$ cat src/rtl/tia_pkg.sv
// Shared TIA constants: horizontal phase counter width and phase encodings.
package tia_pkg;

  localparam int TIA_HPHASE_W = 2;

  typedef logic [TIA_HPHASE_W-1:0] hphase_t;

  localparam hphase_t HPH_PHI2  = 2'd0;
  localparam hphase_t HPH_DEAD1 = 2'd1;
  localparam hphase_t HPH_PHI1  = 2'd2;
  localparam hphase_t HPH_DEAD2 = 2'd3;

endpackage

$ cat src/rtl/tia_hbiphase_clock.sv
// TIA horizontal two-phase non-overlapping clock (hphi1/hphi2), color clock / 4, plus rsynl.
// Optional falling-edge protocol checker: define TIA_HBIPHASE_OVERLAP_CHECK_EN.
module tia_hbiphase_clock
  import tia_pkg::*;
(
  input  logic clk,
  input  logic rsyn,
  output logic hphi1,
  output logic hphi2,
  output logic rsynl
);

  hphase_t r_ph;
  hphase_t w_ph_nxt;
  logic    r_hphi1;
  logic    r_hphi2;
  logic    r_rsynl;

  assign w_ph_nxt = r_ph + 2'd1;

  // Reset parks the counter on the last dead phase so the first edge after release emits hphi2.
  always_ff @(posedge clk or posedge rsyn) begin
    if (rsyn) begin
      r_ph    <= HPH_DEAD2;
      r_hphi1 <= 1'b0;
      r_hphi2 <= 1'b0;
      r_rsynl <= 1'b1;
    end else begin
      r_ph    <= w_ph_nxt;
      r_hphi1 <= (w_ph_nxt == HPH_PHI1);
      r_hphi2 <= (w_ph_nxt == HPH_PHI2);
      r_rsynl <= 1'b0;
    end
  end

  assign hphi1 = r_hphi1;
  assign hphi2 = r_hphi2;
  assign rsynl = r_rsynl;

`ifdef TIA_HBIPHASE_OVERLAP_CHECK_EN
  logic        r_chk_p1;
  logic        r_chk_p2;
  logic        r_chk_seen;
  int unsigned r_chk_cnt;

  // r_chk_cnt counts samples since the last hphi2 pulse; a 4-clk period means 3 gaps.
  always @(negedge clk) begin
    if (rsyn) begin
      r_chk_p1   <= 1'b0;
      r_chk_p2   <= 1'b0;
      r_chk_seen <= 1'b0;
      r_chk_cnt  <= 0;
    end else begin
      if (hphi1 && hphi2)
        $fatal(1, "tia_hbiphase_clock: hphi1 and hphi2 overlap");
      if ((hphi1 && r_chk_p1) || (hphi2 && r_chk_p2))
        $fatal(1, "tia_hbiphase_clock: phase high for more than one clk");
      if (hphi2) begin
        if (r_chk_seen && (r_chk_cnt != 3))
          $fatal(1, "tia_hbiphase_clock: phase period is not 4 clks");
        r_chk_seen <= 1'b1;
        r_chk_cnt  <= 0;
      end else begin
        r_chk_cnt <= r_chk_cnt + 1;
      end
      r_chk_p1 <= hphi1;
      r_chk_p2 <= hphi2;
    end
  end
`endif

endmodule

$ cat config.mk
export PLATFORM = sky130hd
export DESIGN_NAME = tia_hbiphase_clock
export DESIGN_NICKNAME = d
export VERILOG_FILES = /design/src/rtl/tia_pkg.sv /design/src/rtl/tia_hbiphase_clock.sv
export SDC_FILE = /design/constraint.sdc
export NUM_CORES = 1
export LEC_CHECK = 0
export ABC_AREA = 1
export CAP_MARGIN = 15
export CORE_AREA = 2 2 39 41
export DETAILED_ROUTE_END_ITERATION = 8
export DIE_AREA = 0 0 41 43
export HOLD_SLACK_MARGIN = 0.02
export MAX_ROUTING_LAYER = met4
export SETUP_SLACK_MARGIN = 0.2
export SYNTH_ARGS = -nofsm -noshare
export SYNTH_HDL_FRONTEND = slang
export SYNTH_SLANG_ARGS = --single-unit
$ cat constraint.sdc
create_clock -name clk -period 1.1 [get_ports clk]
set_input_delay 0.22 -clock clk [delete_from_list [all_inputs] [get_ports clk]]
set_output_delay 0.22 -clock clk [all_outputs]
set_load 0.01 [all_outputs]
==> impl_metrics.ini, run 1 <==
; physical design summary
[worst_setup_path]
critPathSlowestCell = dfstp_2
reg2reg_depth = 3
rrSetupSlack_ps = 180
reg2reg_from = r_ph[1]$_DFF_PP1_
max_stage_delay_ps = 520
cp_cell_sequence = buf_6
crit_end = rsynl
worstPathRequired_ps = 880
critical_path_class = flip-flop to output port
reg2reg_to = r_ph[1]$_DFF_PP1_
crit_fanout = 1
cp_num_buf_inv = 1
crit_family = flip-flops

[logic_synthesis]
synthTopCellsByCount = inv_1 (4), dfstp_2 (3), dfrtp_1 (2), ha_1 (2), conb_1 (1)
yosysTopAreaCell = dfstp_2
yosys.area.top_type_share = 0.457
ys_types = 5
yosysWarnings = 0
ys_sh_simple = 0
syn_avg_cell_area_sq_um = 14.4
mux_area_frac = 0
synthTopLogicFamily = adder cells
ys_sh_adder = 0.145
synth-xor-area-share = 0
yosysMostFrequentCell = inv_1
syn-cell-area_sq_um = 173
async_reset_ff_frac = 1.00

[finish]
seq_area_sq_um = 129
final_cells = 36
largest_register = r_ph
fillCellCount = 157
area_delta_synth_final_pct = 59.4
inv_count = 4
layout_top_cells = clkbuf_4 (3), buf_6 (3), dfstp_2 (3)
signal_buffers = 4
largest_reg_flops = 2
dominant_cells = registers

[floorplan]
pin_count = 5
die_area_sq_um = 1760
dieHeight_um = 43
chipWidth_um = 41

[power]
seq-power_mw = 0.189
p_leak_nw = 0.132
powerDensity_nw_per_um2 = 1480
comb_power_share = 0.030
p_comb_mw = 0.0123
max-vdd-ir-drop_mv = 0.222
p_sw_frac = 0.183
p_int_mw = 0.332

[grt]
grt_use_met3 = 0.0471
met2_usage = 0.0563
antenna_found_initial = 0
grt_use_total = 0.0455
globalRoute.busiestLayer = met4
grt_overflow = 0

[clocking]
cts_resized = 16
cts_setup_buffers = 0
clk_latency_ps = 240
cts.sinks = 5
htreeDepth = 1

[detailed_routing]
drtIter0Drc = 0
wl_met3_um = 31
wl_met2_um = 140
top_layer = met3
wl_met1_um = 81
avgViaCountPerCell = 2.78

[sta]
rsz0062_at_grt = yes
fmaxAchievable_ghz = 0.941
period_used_share = 0.966
final-setup-viol-count = 0
postLayoutSetupSlackWorst_ps = 37.1
setup_tns_ps = 0

[placed_design]
pre_cts_ws_ps = -133
gp_congestion = 0.515
portBuffers = 4
dp.cells = 32
dpl_cell_area_sq_um = 233

[job]
cap_violations = 0
warnings = 29

[run_status]
status = finished, final reports clean

[hold_path]
hold_path_class = primary input to async pin
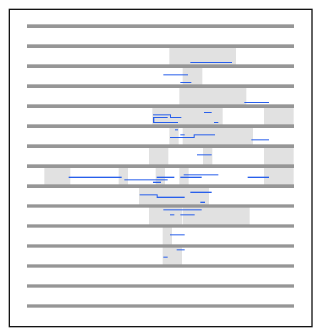
(run_1/met1.png)
Supply wires on this layer in grey. Cells faint in the background.
longest straight run: 7.10 um
nets with wire on the layer: 17
main direction: horizontal
drt total wl: 253 um
via count: 100

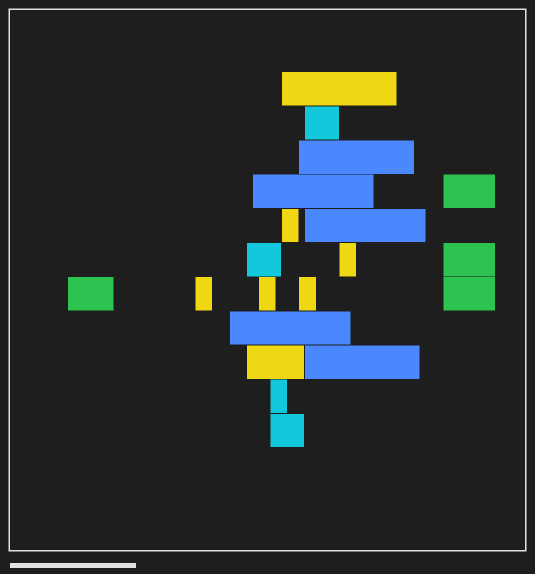
(run_1/cell_classes.png)
Scale bar: 10 um.
legend:
  blue:
    class: flip-flops
    cells: 5
    share_of_their_area: 50%
  green:
    class: other buffers and delay cells
    cells: 4
    share_of_their_area: 17%
  cyan:
    class: clock drivers and dummy loads
    cells: 4
    share_of_their_area: 10%
  yellow:
    class: all other logic
    cells: 7
    share_of_their_area: 22%
Finished Core Util: 0.199
final instance area: 275 sq um
FP Rows: 14
Std-Cell Core Area: 1380 sq um
Seq/total area: 0.468

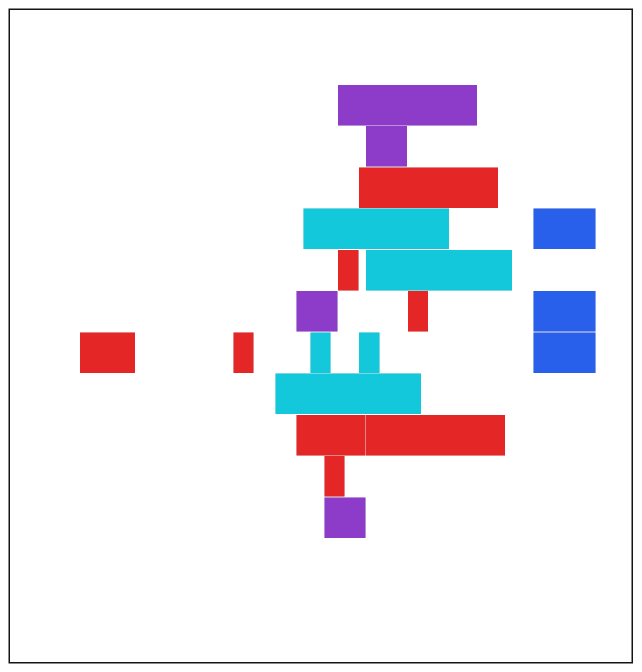
(run_1/drive_strength.png)
legend:
  blue:
    size: drive 6 and up
    cells: 3
  red:
    size: drive 1 or less
    cells: 8
  purple:
    size: drive 3 to 4
    cells: 4
  cyan:
    size: drive 2
    cells: 5

--- run 2 (diff from run 1) ---
- GPL_ROUTABILITY_DRIVEN: default -> 0
- SKIP_CTS_REPAIR_TIMING: default -> 1
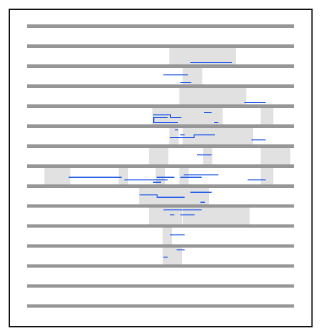
(run_2/met1.png)
Supply wires on this layer in grey. Cells faint in the background.
wire length on this layer: 80.5 um
longest straight run: 7.10 um
main direction: horizontal
drt total wl: 256 um
grt met1 use: 0.0230

==> impl_metrics.ini, run 2 <==
; physical design summary
[worst_setup_path]
reg2reg_depth = 3
crit_end = rsynl
worstSetupPathDepth = 1
worstPathRequired_ps = 880
reg2reg_to = r_ph[1]$_DFF_PP1_
max_stage_delay_ps = 520
cp_cell_sequence = buf_6
rrSetupSlack_ps = 180
crit_family = flip-flops
critical_path_class = flip-flop to output port
critPathSlowestCell = dfstp_2
cp_num_buf_inv = 1
crit_fanout = 1
reg2reg_from = r_ph[1]$_DFF_PP1_
cp.arrival_ps = 840

[detailed_routing]
first_pass_iters = 1
drtIter0Drc = 0
wl_met3_um = 36
vias = 100
avgViaCountPerCell = 2.78
wl_per_cell_um = 7.11
wl_met1_um = 80
wl_met2_um = 139
top_layer = met3
drtAntennaViolNets = 0

[finish]
post-route-util = 0.190
mi_logic_area_sq_um = 41.3
largest_register = r_ph
final_cells = 36
final_area_sq_um = 263
area_delta_synth_final_pct = 52.2
signal_buffers = 4
dominant_cells = registers
seq_share = 0.490
flops = 5
layout_top_cells = clkbuf_4 (3), dfstp_2 (3)
largest_reg_flops = 2
inv_count = 4
seq_area_sq_um = 129
fillCellCount = 160

[floorplan]
pin_count = 5
dieHeight_um = 43
n_tap_cell = 16
chipWidth_um = 41
core_sq_um = 1380
die_area_sq_um = 1760
rows = 14

[placed_design]
dpl_cell_area_sq_um = 233
dp.cells = 32
portBuffers = 4
pre_cts_ws_ps = -133

[clocking]
htreeDepth = 1
ctsLongestPathBuffers = 2
cts.sinks = 5
clk_latency_ps = 240

[logic_synthesis]
synthTopLogicFamily = adder cells
yosys.area.top_type_share = 0.457
ys_types = 5
yosysMostFrequentCell = inv_1
fp_nets = 16
async_reset_ff_frac = 1.00
syn_inst = 12
yosysWarnings = 0
synthTopCellsByCount = inv_1 (4), dfstp_2 (3), dfrtp_1 (2), ha_1 (2), conb_1 (1)
ys_sh_adder = 0.145
synth-xor-area-share = 0
ys_sh_simple = 0
mux_area_frac = 0
yosysTopAreaCell = dfstp_2
ys_ff = 5
ys_sh_aoi = 0
syn-cell-area_sq_um = 173
syn_avg_cell_area_sq_um = 14.4

[power]
p_leak_nw = 0.129
total_power_mw = 0.406
comb_power_share = 0.030
seq-power_mw = 0.189
p_sw_frac = 0.183
p_clk_frac = 0.504
p_int_mw = 0.332
top_power_group = the clock network
powerDensity_nw_per_um2 = 1550
pwr-share-seq = 0.466
p_comb_mw = 0.0123
max-vdd-ir-drop_mv = 0.222

[grt]
grt_pass1_vias = 104
antenna_found_initial = 0
globalRoute.busiestLayer = met4
met2_usage = 0.0406
grt_use_met3 = 0.0471
grt_overflow = 0
grt_first_pass_wirelength_um = 345
grt_use_total = 0.0393

[sta]
postLayoutSetupSlackWorst_ps = 37.1
fin_worst_skew_ps = 0.780
period_used_share = 0.966
setup_tns_ps = 0
fmaxAchievable_ghz = 0.941
hold-worst-slack_ps = 181
final-setup-viol-count = 0
rsz0062_at_grt = yes

[job]
cap_violations = 0
warnings = 28

[hold_path]
hold_path_class = primary input to async pin

[run_status]
status = finished, final reports clean
Power is estimated from default activity; no workload was simulated.
